### src/rtl/touch_sense_front.sv
// Capacitive touch-pad front end: charges the pad, times its discharge, and classifies
// each sample with hysteresis and debounce. Define TOUCH_AUTO_CAL_EN for baseline auto-calibration.
module touch_sense_front #(
    parameter int CHARGE_CYC = 50,
    parameter int CNT_W      = 12,
    parameter int MEAS_MAX   = 4095,
    parameter int THRESH_ON  = 400,
    parameter int THRESH_OFF = 300,
    parameter int DEB_N      = 4,
    parameter int PERIOD_CYC = 50000
) (
    input  logic             sys_clk,
    input  logic             sys_rst_n,
    input  logic             sense_in,
    output logic             sense_drv,
    output logic             touch_key,
    output logic [CNT_W-1:0] meas_val,
    output logic             meas_vld
);

    localparam int PER_W = $clog2(PERIOD_CYC + 1);
    localparam int CHG_W = $clog2(CHARGE_CYC + 1);
    localparam int DEB_W = $clog2(DEB_N + 1);

    // A worst-case measurement that cannot fit in the period chains straight back into CHARGE.
    localparam bit STRETCH = (CHARGE_CYC + MEAS_MAX + 2 >= PERIOD_CYC);

    localparam logic [PER_W-1:0] PER_LAST   = PER_W'(PERIOD_CYC - 1);
    localparam logic [CHG_W-1:0] CHG_LAST   = CHG_W'(CHARGE_CYC - 1);
    localparam logic [CNT_W-1:0] MAX_C      = CNT_W'(MEAS_MAX);
    localparam logic [CNT_W-1:0] MAX_M1     = CNT_W'(MEAS_MAX - 1);
    localparam logic [CNT_W-1:0] THR_ON_C   = CNT_W'(THRESH_ON);
    localparam logic [CNT_W-1:0] THR_OFF_C  = CNT_W'(THRESH_OFF);
    localparam logic [DEB_W-1:0] DEB_C      = DEB_W'(DEB_N);

    typedef enum logic [2:0] {
        S_IDLE,
        S_CHARGE,
        S_MEASURE,
        S_EVAL,
        S_WAIT
    } state_t;

    state_t             r_state;
    state_t             w_state_next;
    logic               r_sync1;
    logic               r_sync2;
    logic [PER_W-1:0]   r_per_cnt;
    logic [CHG_W-1:0]   r_chg_cnt;
    logic [CNT_W-1:0]   r_dis_cnt;
    logic [DEB_W-1:0]   r_on_streak;
    logic [DEB_W-1:0]   r_off_streak;
    logic [DEB_W-1:0]   w_on_inc;
    logic [DEB_W-1:0]   w_off_inc;
    logic               r_touched;
    logic               r_touch_key;
    logic [CNT_W-1:0]   r_meas_val;
    logic               r_meas_vld;
    logic [CNT_W-1:0]   w_thr_on;
    logic [CNT_W-1:0]   w_thr_off;
    logic               w_cal_busy;

    assign touch_key = r_touch_key;
    assign meas_val  = r_meas_val;
    assign meas_vld  = r_meas_vld;

    always_ff @(posedge sys_clk or negedge sys_rst_n) begin
        if (!sys_rst_n) begin
            r_state <= S_IDLE;
            r_sync1 <= 1'b0;
            r_sync2 <= 1'b0;
        end else begin
            r_state <= w_state_next;
            r_sync1 <= sense_in;
            r_sync2 <= r_sync1;
        end
    end

    always_comb begin
        w_state_next = r_state;
        sense_drv    = 1'b0;
        unique case (r_state)
            S_IDLE: w_state_next = S_CHARGE;
            S_CHARGE: begin
                sense_drv = 1'b1;
                if (r_chg_cnt == CHG_LAST) w_state_next = S_MEASURE;
            end
            S_MEASURE: begin
                if (!r_sync2 || (r_dis_cnt >= MAX_M1)) w_state_next = S_EVAL;
            end
            S_EVAL: w_state_next = STRETCH ? S_CHARGE : S_WAIT;
            S_WAIT: begin
                if (r_per_cnt >= PER_LAST) w_state_next = S_CHARGE;
            end
            default: w_state_next = S_IDLE;
        endcase
    end

    // Period counter is zero on the first CHARGE cycle, so CHARGE-to-CHARGE spans PERIOD_CYC cycles.
    always_ff @(posedge sys_clk or negedge sys_rst_n) begin
        if (!sys_rst_n) begin
            r_per_cnt <= '0;
            r_chg_cnt <= '0;
            r_dis_cnt <= '0;
        end else begin
            if ((w_state_next == S_CHARGE) && (r_state != S_CHARGE)) begin
                r_per_cnt <= '0;
            end else if (r_per_cnt < PER_LAST) begin
                r_per_cnt <= r_per_cnt + PER_W'(1);
            end

            if (r_state == S_CHARGE) begin
                r_chg_cnt <= r_chg_cnt + CHG_W'(1);
            end else begin
                r_chg_cnt <= '0;
            end

            if ((r_state == S_CHARGE) && (w_state_next == S_MEASURE)) begin
                r_dis_cnt <= '0;
            end else if ((r_state == S_MEASURE) && r_sync2 && (r_dis_cnt < MAX_C)) begin
                r_dis_cnt <= r_dis_cnt + CNT_W'(1);
            end
        end
    end

`ifdef TOUCH_AUTO_CAL_EN
    logic [3:0]       r_cal_cnt;
    logic [CNT_W+2:0] r_cal_sum;
    logic [CNT_W-1:0] r_baseline;
    logic [CNT_W+2:0] w_sum_next;
    logic [CNT_W:0]   w_on_raw;
    logic [CNT_W:0]   w_off_raw;

    assign w_cal_busy = (r_cal_cnt != 4'd8);
    assign w_sum_next = r_cal_sum + {3'b000, r_dis_cnt};

    // Baseline is the mean of the first eight samples after reset.
    always_ff @(posedge sys_clk or negedge sys_rst_n) begin
        if (!sys_rst_n) begin
            r_cal_cnt  <= '0;
            r_cal_sum  <= '0;
            r_baseline <= '0;
        end else if ((r_state == S_EVAL) && w_cal_busy) begin
            r_cal_cnt <= r_cal_cnt + 4'd1;
            r_cal_sum <= w_sum_next;
            if (r_cal_cnt == 4'd7) r_baseline <= w_sum_next[CNT_W+2:3];
        end
    end

    assign w_on_raw  = {1'b0, r_baseline} + {1'b0, THR_ON_C};
    assign w_off_raw = {1'b0, r_baseline} + {1'b0, THR_OFF_C};
    assign w_thr_on  = (w_on_raw  > {1'b0, MAX_C}) ? MAX_C : w_on_raw[CNT_W-1:0];
    assign w_thr_off = (w_off_raw > {1'b0, MAX_C}) ? MAX_C : w_off_raw[CNT_W-1:0];
`else
    assign w_cal_busy = 1'b0;
    assign w_thr_on   = THR_ON_C;
    assign w_thr_off  = THR_OFF_C;
`endif

    assign w_on_inc  = (r_on_streak  < DEB_C) ? r_on_streak  + DEB_W'(1) : r_on_streak;
    assign w_off_inc = (r_off_streak < DEB_C) ? r_off_streak + DEB_W'(1) : r_off_streak;

    // Classification only moves on EVAL, so touch_key is stable between samples.
    always_ff @(posedge sys_clk or negedge sys_rst_n) begin
        if (!sys_rst_n) begin
            r_meas_val   <= '0;
            r_meas_vld   <= 1'b0;
            r_on_streak  <= '0;
            r_off_streak <= '0;
            r_touched    <= 1'b0;
            r_touch_key  <= 1'b1;
        end else begin
            r_meas_vld <= (r_state == S_EVAL);
            if (r_state == S_EVAL) begin
                r_meas_val <= r_dis_cnt;
                if (w_cal_busy) begin
                    r_on_streak  <= '0;
                    r_off_streak <= '0;
                end else if (!r_touched) begin
                    if (r_dis_cnt >= w_thr_on) begin
                        if (w_on_inc == DEB_C) begin
                            r_touched   <= 1'b1;
                            r_touch_key <= 1'b0;
                            r_on_streak <= '0;
                        end else begin
                            r_on_streak <= w_on_inc;
                        end
                    end else begin
                        r_on_streak <= '0;
                    end
                end else begin
                    if (r_dis_cnt < w_thr_off) begin
                        if (w_off_inc == DEB_C) begin
                            r_touched    <= 1'b0;
                            r_touch_key  <= 1'b1;
                            r_off_streak <= '0;
                        end else begin
                            r_off_streak <= w_off_inc;
                        end
                    end else begin
                        r_off_streak <= '0;
                    end
                end
            end
        end
    end

endmodule
### config.mk
export PLATFORM = sky130hd
export DESIGN_NAME = touch_sense_front
export DESIGN_NICKNAME = d
export VERILOG_FILES = /design/src/rtl/touch_sense_front.sv
export SDC_FILE = /design/constraint.sdc
export NUM_CORES = 1
export LEC_CHECK = 0
export ABC_AREA = 0
export CORE_MARGIN = 1.5
export CORE_UTILIZATION = 55
export DETAILED_ROUTE_END_ITERATION = 12
export PLACE_DENSITY_LB_ADDON = 0.05
export SLEW_MARGIN = 20
export SYNTH_ARGS = -nofsm -noshare
export SYNTH_HDL_FRONTEND = slang
export SYNTH_SLANG_ARGS = --single-unit
### constraint.sdc
create_clock -name sys_clk -period 2.1 [get_ports sys_clk]
set_input_delay 0.42 -clock sys_clk [delete_from_list [all_inputs] [get_ports sys_clk]]
set_output_delay 0.42 -clock sys_clk [all_outputs]
set_load 0.01 [all_outputs]
==> results.toml, run 1 <==
# generated from flow reports
[run_status]
outcome = "finished clean"

[critical_path]
endpoint_kind = "flip-flop"
path_cells = "ha_1 > nand3_1 > a2111oi_4 > buf_4 > nor3_1 > nor4_1"
worstPathMaxFanout = 16
worstPathBufferInverterCount = 1
crit_path_max_incr_delay_ns = 0.49
critPathKind = "flip-flop to flip-flop"
arrival_ns = 2.18
required_ns = 2.34
critPathLaunchType = "flip-flop"
crit_family = "simple AND/OR/NAND/NOR gates"
critPathSlowestCell = "a2111oi_4"

[logic_synthesis]
async_flop_share_pct = 100
yosysWarnings = 0
ys.flop_type = "dfrtp_1"
aoi_share_pct = 16.8
top_cells_by_area = "dfrtp_1 48%, nand2_1 6.3%, a21oi_1 4.7%"
ys_sh_simple_pct = 25.3
yosys.cell_types.count = 61
synthTopCellsByCount = "59 x dfrtp_1, 52 x nand2_1, 29 x a21oi_1"
yosys_area_um2 = 3100
synth.top_cell.area_share_pct = 47.6
adder_share_pct = 2.82
synth_top_cell_by_count = "dfrtp_1"
topCombFamilyByArea = "simple AND/OR/NAND/NOR gates"
synthXorXnorAreaFrac_pct = 1.13
synth_cells = 322
fp_nets = 332
yosys_cells = 322
syn_area_um2 = 3100
mux_share_pct = 1.65
syn_area_per_cell_um2 = 9.63
yosysTopAreaCell = "dfrtp_1"
ys_seq_share_pct = 48.5
synth-edff-count = 0

[detailed_routing]
first_pass_iters = 4
drc = 0
wl_met1_um = 2960
drtAntennaViolNets = 0
dr_wl_met2_um = 3000
met3WireLength_um = 213
top_layer = "met4"
drt_iter0_drc = 139
vias_per_cell = 5.87

[global_routing]
grt_use_met3_pct = 3.84
grt_pass1_wl_um = 10900
met2_usage_pct = 37.8
grt_max_degree = 61
grt_pass1_vias = 2371
grt-ovfl-total = 0
antenna_found_initial = 0
grt_use_met1_pct = 29.0
gr-max-usage-layer = "met2"

[placement]
io_buffers = 17
routabilityCongestion = 0.823
pre_cts_ws_ns = 0.176
dpl.hpwl_um = 4230
dp.cells = 412
place_area_um2 = 3420

[final_timing]
relSlewSlack_pct = 55.6
rsz0062_at_grt = "false"
fmax_ghz = 0.516
fin_ws_ns = 0.161
whs_ns = 0.0658
post-route-min-period_ns = 1.94
finalMaxSlewViolations = 0
hold_violations = 0
tightest_slew_ns = 0.661
fin_crit_sh_pct = 92.3
fin_tns_setup_ns = 0

[flow_run]
drv_cap = 0
warnings = 28

[power_and_ir_drop]
power.share.switching_pct = 20.1
total_power_w = 0.00229
p_per_area_nw_per_um2 = 628
sequentialPower_w = 0.00116
comb_power_w = 0.0000290
maxPowerGroup = "sequential cells"
p_sw_w = 0.000461
pwr-share-comb_pct = 1.3
pwr-share-clk_pct = 48.1
seqPwrFrac_pct = 50.6
internal_power_w = 0.00183
total_leakage_power_nw = 1.56
ir_drop_uv = 388

[clocking]
cts_buffer_depth = 2
postCtsHoldBufs = 0
clock_tree.root_cell = "clkbuf_8"
tritoncts = "yes"
clkSlewWorstSetupHoldPaths_ns = 0.06
htreeDepth = 3

[final_layout]
fin_nets = 364
num_antenna_cells = 0
fin_util_pct = 66.6
fin_area_um2 = 3650
dominant_cells = "flip-flops and latches"
clkCellAreaFrac_pct = 5.73
comb-cell-share_pct = 40.9
buffer_area_share_pct = 8.13
final_cells = 429
drive_gt1_share_pct = 12.9
seq_cells = 60
sh_seq_area_pct = 41.2
n_all_buffers = 33
seq_area_um2 = 1500
logic_gates = 235
fill_cells = 466
inv_count = 15
layout-area-overhead-vs-synth_pct = 17.6
comb_area_um2 = 1490

[die]
rows = 27
tapCellCount = 72
fp_util_pct = 56.7
dieArea_um2 = 6100
coreArea_um2 = 5470
io_pins = 18

[hold_path]
hp-class = "primary input to asynchronous set/reset pin"
==> run 1: what timing repair did <==
| item | in CTS | in global routing |
|---|---|---|
| gates resized | 1 | 0 |
| endpoints found under the hold margin | 0 | 0 |
| setup buffers | 3 | 0 |
| endpoints found under the setup margin | 1 | 0 |
==> run 1: registers in the layout, summed over array words and instances (netlist names), 3 cells and up <==
signal / cells
r_dis_cnt: 12
r_state: 3
r_on_streak: 3
meas_val: 12
r_chg_cnt: 6
r_off_streak: 3
r_per_cnt: 16
==> run 1: final timing paths <==
check,from,endpoint,slack (ns),depth (start not counted)
worst min-delay path,sys_rst_n,meas_val[3],0.07,2
worst max register to register,r_per_cnt[0],r_per_cnt[9],0.16,6
min in group sys_clk,r_sync1,r_sync2,0.35,0
max in group asynchronous,sys_rst_n,touch_key,1.73,2
worst min register to register,r_sync1,r_sync2,0.35,0
worst max-delay path,r_per_cnt[0],r_per_cnt[9],0.16,6
==> run 1: placed cells by master, fill, tap and decap left out, types with 2 or more instances in the layout <==
| cell | count |
|---|---|
| a22o_1 | 2 |
| a31oi_1 | 2 |
| or4_1 | 14 |
| buf_4 | 15 |
| inv_1 | 14 |
| a21oi_1 | 29 |
| clkdlybuf4s50_1 | 15 |
| o211ai_1 | 3 |
| nand4_1 | 8 |
| ha_1 | 7 |
| nor3_1 | 10 |
| nor3b_1 | 3 |
| nand2_1 | 52 |
| o21bai_1 | 2 |
| nand3b_1 | 3 |
| clkbuf_8 | 13 |
| xnor2_1 | 3 |
| dfrtp_1 | 59 |
| o31ai_1 | 13 |
| o21ai_0 | 9 |
| and4_1 | 2 |
| and3_1 | 3 |
| a21boi_0 | 2 |
| nor2_1 | 15 |
| nand3_1 | 11 |
| nand4b_1 | 2 |
| nor4_1 | 3 |
| and2_1 | 2 |
| or3_1 | 4 |
| mux2i_1 | 4 |
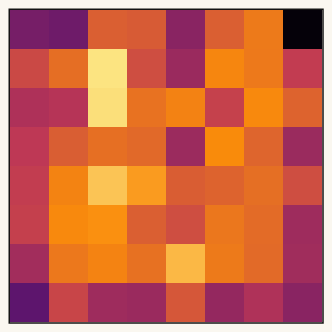
Run 1: cell density map
(4 px per µm) The die is cut into 8 by 8 equal tiles; black is low, pale yellow is high, 0 to 100% covered.
The mean over all tiles is 58%. 9.4% of the tiles are over 75% full. The fullest tile reaches 94%. 1.6% of the tiles are nearly empty.

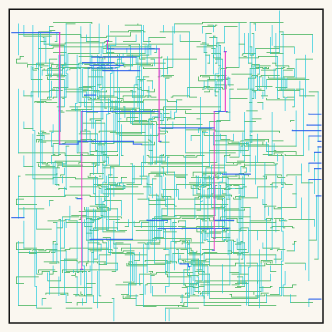
Run 1: signal wires by layer
(4 px per µm)
met4: marked magenta, wire length 142 µm. met1: marked green, wire length 2960 µm. met2: marked cyan, wire length 3000 µm. met3: marked blue, wire length 213 µm.
Wirelength per Cell: 14.7 µm
vias: 2518
routed wire length: 6320 µm
GR Util All Layers: 22.8%

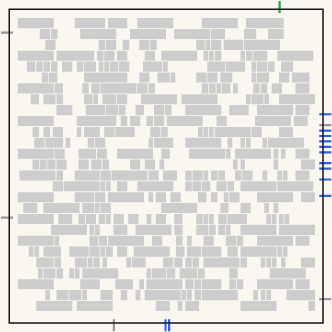
Run 1: I/O pins on the die edge
(4 px per µm) Pins as bars across the die edge, other pins in gray.
meas_val: marked blue, pins 12, direction output, edge 10 right, 2 bottom. touch_key: marked green, pins 1, direction output, edge top.
Die Ht: 78.1 µm
Chip Width: 78.1 µm

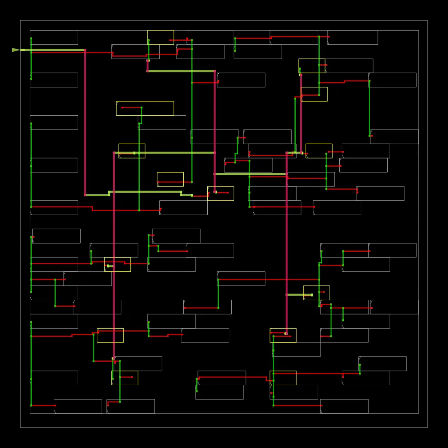
Run 1: clock nets
clock buffers: 13
TritonCTS Sinks: 60
Num CTS Buffers: 9
clock group power: 0.00110 W
worst-skew pair later-pin latency: 0.35 ns

--- run 2 (diff from run 1) ---
--- a/config.mk
+++ b/config.mk
@@ -6,7 +6,7 @@
 export NUM_CORES = 1
 export LEC_CHECK = 0
 export ABC_AREA = 0
-export CORE_MARGIN = 1.5
+export CORE_MARGIN = 3
 export CORE_UTILIZATION = 55
 export DETAILED_ROUTE_END_ITERATION = 12
 export PLACE_DENSITY_LB_ADDON = 0.05
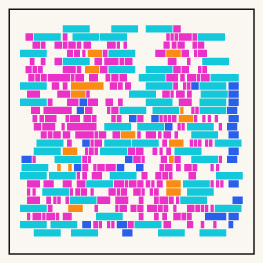
Run 2: cell classes on the final placement
(3 px per µm)
clock drivers and dummy loads: marked orange, cells 16. other buffers and delay cells: marked blue, cells 29. flip-flops: marked cyan, cells 60. all other logic: marked magenta, cells 250.

==> run 2 against run 1 <==
Net effect:
- utilization increased by 2.1 points
- global-route usage decreased by 1.2 points
- clock skew decreased by 0.0026 ns
- power decreased by 3.0%
- sequential share of layout area increased by 0.30 points
- count of clock-buffer cells in the layout increased by 1
- critical path depth unchanged
- first-iteration DRC count decreased by 15%
- worst setup slack got worse by 0.016 ns
- via count increased by 1.2%
- sequential power about the same
- register-to-register slack got worse by 0.02 ns
- critical path type unchanged
- critical endpoint is now r_per_cnt[11]
==> results.toml, run 2 <==
# generated from flow reports
[run_status]
outcome = "finished clean"

[final_timing]
post-route-min-period_ns = 1.96
tightest_slew_ns = 0.563
hold_violations = 0
fin_ws_ns = 0.145
fin_crit_sh_pct = 93.1
whs_ns = 0.0301
finalMaxSlewViolations = 0
relSlewSlack_pct = 62.1
final.setup_skew_ns = 0.00413
setup_violations = 0
rsz0062_at_grt = "false"
fmax_ghz = 0.511
fin_tns_setup_ns = 0

[global_routing]
grt_pass1_vias = 2489
grt_use_met3_pct = 4.21
gr-max-usage-layer = "met2"
grt_max_degree = 30
grt_usage_pct = 21.7
met2_usage_pct = 35.8
grt_use_met1_pct = 27.6
grt-ovfl-total = 0
grt_pass1_wl_um = 11000
antenna_found_initial = 0

[logic_synthesis]
synth_cells = 322
synth_flops = 60
synth-edff-count = 0
synthTopCellsByCount = "59 x dfrtp_1, 52 x nand2_1, 29 x a21oi_1"
synth_top_cell_by_count = "dfrtp_1"
topCombFamilyByArea = "simple AND/OR/NAND/NOR gates"
synthXorXnorAreaFrac_pct = 1.13
async_flop_share_pct = 100
syn_area_per_cell_um2 = 9.63
fp_nets = 332
aoi_share_pct = 16.8
yosysWarnings = 0
mux_share_pct = 1.65
ys_sh_simple_pct = 25.3
yosys_area_um2 = 3100
top_cells_by_area = "dfrtp_1 48%, nand2_1 6.3%, a21oi_1 4.7%"
ys.flop_type = "dfrtp_1"
yosysTopAreaCell = "dfrtp_1"
synth.top_cell.area_share_pct = 47.6
yosys.cell_types.count = 61
adder_share_pct = 2.82
yosys_cells = 322
syn_area_um2 = 3100
ys_seq_share_pct = 48.5

[flow_run]
drv_cap = 0
warnings = 28

[power_and_ir_drop]
total_power_w = 0.00222
ir_drop_uv = 408
p_per_area_nw_per_um2 = 614
total_leakage_power_nw = 1.53

[critical_path]
crit_family = "AND-OR/OR-AND gates"
required_ns = 2.33
arrival_ns = 2.18
worstPathBufferInverterCount = 1
path_cells = "ha_1 > nand3_2 > a2111oi_4 > buf_4 > o31a_4 > nor4_1"
rr_startpoint = "r_per_cnt[0]"
critPathKind = "flip-flop to flip-flop"
critPathLaunchType = "flip-flop"
crit_path_max_incr_delay_ns = 0.44
critPathSlowestCell = "dfrtp_1"
rrSetupSlack_ns = 0.14
worstPathMaxFanout = 17
endpoint_kind = "flip-flop"
r2r-end = "r_per_cnt[11]"
reg2reg_depth = 6

[placement]
dpl.hpwl_um = 4300
dp.cells = 406
pre_cts_ws_ns = 0.0815
place_area_um2 = 3380
routabilityCongestion = 0.781
io_buffers = 17

[die]
io_pins = 18
die_w_um = 81.1
coreArea_um2 = 5270
dieArea_um2 = 6570
die_h_um = 81.1
fp_util_pct = 58.8
rows = 26

[detailed_routing]
via_count = 2548
vias_per_cell = 6.00
drtAntennaViolNets = 0
drt-wirelength-per-cell_um = 14.9
drc = 0
first_pass_iters = 4
wl_um = 6340
drt_iter0_drc = 118

[final_layout]
fin_nets = 360
largest-register = "r_per_cnt"
fill_cells = 425
num_antenna_cells = 0
layout-area-overhead-vs-synth_pct = 16.7
drive_gt1_share_pct = 12.4
lay_top_count = "dfrtp_1"
fin_util_pct = 68.7
fin_area_um2 = 3620
layout.cells.most_common_list = "59 x dfrtp_1, 52 x nand2_1, 29 x a21oi_1, 15 x nor2_1, 15 x clkdlybuf4s50_1"
largest_reg_flops = 16
final_cells = 425

[clocking]
clkSlewWorstSetupHoldPaths_ns = 0.06
numCtsBuffers = 9
clock_tree.root_cell = "clkbuf_8"
numClockSinks = 60
tritoncts = "yes"
cts_buffer_depth = 2
worstSkewPairLatency_ns = 0.33
htreeDepth = 3

[hold_path]
hp-class = "primary input to asynchronous set/reset pin"
run 2: area by class of cell:
| cell class | instances | area (µm²) | share of cell area (%) |
|---|---|---|---|
| clock buffers | 14 | 163 | 4.49 |
| inverters | 15 | 56.3 | 1.56 |
| multi-input cells | 235 | 1510 | 41.7 |
| repair buffers | 29 | 267 | 7.36 |
| clock inverters | 2 | 35.0 | 0.968 |
| flip-flops and latches | 60 | 1500 | 41.5 |
| well taps | 70 | 87.6 | 2.42 |
run 2: worst max-delay path by stage:
| stage | startpoint | to | slack, ns | cells past startpoint |
|---|---|---|---|---|
| finish | r_per_cnt[0] | r_per_cnt[11] | 0.14 | 6 |
| global route | r_per_cnt[0] | r_state[0] | 0.001 | 6 |
| floorplan | r_per_cnt[0] | r_per_cnt[5] | 0.26 | 7 |
| global placement | r_per_cnt[0] | r_per_cnt[11] | 0.15 | 6 |
| detailed placement | r_per_cnt[0] | r_per_cnt[11] | 0.08 | 6 |
| CTS | r_per_cnt[0] | r_per_cnt[11] | 0.06 | 6 |
run 2: report_power, final:
part | switching, W | internal (W) | total, W
logic | 0.0000232 | 0.00000763 | 0.0000308
registers | 0.000000730 | 0.00116 | 0.00116
clock network | 0.000419 | 0.000613 | 0.00103
total | 0.000443 | 0.00178 | 0.00222
run 2: timing repair:
item / in CTS / in global routing
hold buffers: 0 / 0
endpoints found under the setup margin: 1 / 16
buffers inserted: 3 / 0
pin swaps: 0 / 0
gates resized: 1 / 3
run 2: routing by layer:
layer,vias up,share of wire [%]
met5,-,0
met4,0,1.4
met3,11,3.4
met2,56,48
met1,1239,47
li1,1242,-
--- run 3 (diff from run 2) ---
--- a/config.mk
+++ b/config.mk
@@ -14,3 +14,4 @@
 export SYNTH_ARGS = -nofsm -noshare
 export SYNTH_HDL_FRONTEND = slang
 export SYNTH_SLANG_ARGS = --single-unit
+export TNS_END_PERCENT = 100
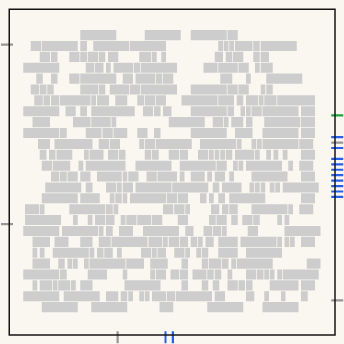
Run 3: I/O pins on the die edge
(4 px per µm) Pins as bars across the die edge, other pins in gray.
meas_val: marked blue, pins 12, direction output, edge 10 right, 2 bottom. touch_key: marked green, pins 1, direction output, edge right.
All pins by edge: 13 right, 3 bottom, 2 left.
Die Ht: 81.1 µm
IO Port Bufs: 17
Chip Width: 81.1 µm

==> run 3 against run 2 <==
Net effect:
- worst hold slack unchanged
- die area unchanged
- critical path type unchanged
- largest cell class unchanged
- combinational power about the same
- count of clock-buffer cells in the layout unchanged
- critical endpoint unchanged
==> results.toml, run 3 <==
# generated from flow reports
[run_status]
outcome = "finished clean"

[detailed_routing]
drt-wirelength-per-cell_um = 14.9
drc = 0
drt_iter0_drc = 118
via_count = 2548
first_pass_iters = 4
drtAntennaViolNets = 0
dr_wl_met2_um = 3060
top_layer = "met4"
wl_um = 6340
wl_met1_um = 2980
vias_per_cell = 6.00
met3WireLength_um = 213

[final_timing]
hold_violations = 0
tightest_slew_ns = 0.563
final.setup_skew_ns = 0.00413
fmax_ghz = 0.511
fin_tns_setup_ns = 0
post-route-min-period_ns = 1.96
rsz0062_at_grt = "false"
finalMaxSlewViolations = 0
fin_ws_ns = 0.145
fin_crit_sh_pct = 93.1
whs_ns = 0.0301
relSlewSlack_pct = 62.1
setup_violations = 0

[critical_path]
path_cells = "ha_1 > nand3_2 > a2111oi_4 > buf_4 > o31a_4 > nor4_1"
endpoint_kind = "flip-flop"
critPathSlowestCell = "dfrtp_1"
worstPathMaxFanout = 17
crit_family = "AND-OR/OR-AND gates"
arrival_ns = 2.18
critPathLaunchType = "flip-flop"
reg2reg_depth = 6
critPathKind = "flip-flop to flip-flop"
required_ns = 2.33
crit_path_max_incr_delay_ns = 0.44
crit_cells = 6
worstPathBufferInverterCount = 1

[logic_synthesis]
synth-edff-count = 0
synth.top_cell.area_share_pct = 47.6
syn_area_per_cell_um2 = 9.63
fp_nets = 332
yosysWarnings = 0
ys_seq_share_pct = 48.5
synth_flops = 60
yosys.cell_types.count = 61
synth_top_cell_by_count = "dfrtp_1"
yosys_cells = 322
synthTopCellsByCount = "59 x dfrtp_1, 52 x nand2_1, 29 x a21oi_1"
synth_cells = 322
yosys_area_um2 = 3100
async_flop_share_pct = 100
top_cells_by_area = "dfrtp_1 48%, nand2_1 6.3%, a21oi_1 4.7%"
ys.flop_type = "dfrtp_1"
syn_area_um2 = 3100
yosysTopAreaCell = "dfrtp_1"

[final_layout]
drive_gt1_share_pct = 12.4
fill_cells = 425
num_antenna_cells = 0
layout-area-overhead-vs-synth_pct = 16.7
fin_nets = 360
largest_reg_flops = 16
layout.cells.most_common_list = "59 x dfrtp_1, 52 x nand2_1, 29 x a21oi_1, 15 x nor2_1, 15 x clkdlybuf4s50_1"
largest-register = "r_per_cnt"
fin_area_um2 = 3620
lay_top_count = "dfrtp_1"

[power_and_ir_drop]
total_power_w = 0.00222
p_per_area_nw_per_um2 = 614
total_leakage_power_nw = 1.53
ir_drop_uv = 408

[placement]
dpl.hpwl_um = 4300
pre_cts_ws_ns = 0.0815
routabilityCongestion = 0.781
place_area_um2 = 3380

[die]
fp_util_pct = 58.8
dieArea_um2 = 6570
coreArea_um2 = 5270
rows = 26
io_pins = 18

[clocking]
numCtsBuffers = 9
worstSkewPairLatency_ns = 0.33
numClockSinks = 60
clock_tree.root_cell = "clkbuf_8"
cts_resized = 1
htreeDepth = 3
tritoncts = "yes"
clkSlewWorstSetupHoldPaths_ns = 0.06
cts_buffer_depth = 2
cts_setup_buffers = 3
postCtsHoldBufs = 0

[global_routing]
grt_usage_pct = 21.7
grt_pass1_vias = 2489
grt-ovfl-total = 0
grt_pass1_wl_um = 11000
antenna_found_initial = 0
grt_max_degree = 30

[flow_run]
warnings = 28
drv_cap = 0

[hold_path]
hp-class = "primary input to asynchronous set/reset pin"
## run 3: cell counts in the layout (fill, tap and decap cells not counted)
No cell type changed its count.
## run 3: final timing paths
kind	from	to	slack [ns]
worst min-delay path	sys_rst_n	r_dis_cnt[8]	0.03
min in group sys_clk	r_sync1	r_sync2	0.35
worst max-delay path	r_per_cnt[0]	r_per_cnt[11]	0.14
max in group asynchronous	sys_rst_n	r_per_cnt[9]	1.52
worst max register to register	r_per_cnt[0]	r_per_cnt[11]	0.14
worst min register to register	r_sync1	r_sync2	0.35
## run 3: layout make-up
cell class	count	area, µm²	area share (%)
Sequential cell	60	1500	41.5
Inverter	15	56.3	1.56
Tap cell	70	87.6	2.42
Clock inverter	2	35.0	0.968
Multi-Input combinational cell	235	1510	41.7
Timing Repair Buffer	29	267	7.36
Clock buffer	14	163	4.49
## run 3: metrics by stage
stage               cells  util [%]
finish                425      68.7
detailed placement    406      64.2
CTS                   425      68.4
global placement      406      64.2
global route          425      68.7
floorplan             322         -
## run 3: cells by family (layout without fill, tap and decap cells)
group / count (synthesis) / after routing / share of synthesized area (%)
simple gates: 144 / 144 / 25.3
compound gates: 75 / 75 / 16.8
flops: 60 / 60 / 48.5
buf+inv: 27 / 60 / 3.83
fa+ha+maj: 7 / 7 / 2.82
mux: 5 / 5 / 1.65
xor+xnor: 4 / 4 / 1.13
## run 3: per-layer routing
metal,global-route usage [%],up-vias
li1,-,1242
met1,27.6,1239
met2,35.8,56
met3,4.21,11
met4,9.63,0
met5,0,-
## run 3: power by group
part           switching [W]  total (W)  leakage, nW  internal [W]
registers        0.000000730    0.00116        0.806       0.00116
logic              0.0000232  0.0000308        0.623    0.00000763
clock network       0.000419    0.00103        0.101      0.000613
total               0.000443    0.00222         1.53       0.00178
Power figures rest on the tool's default switching activity, not on a simulated workload.
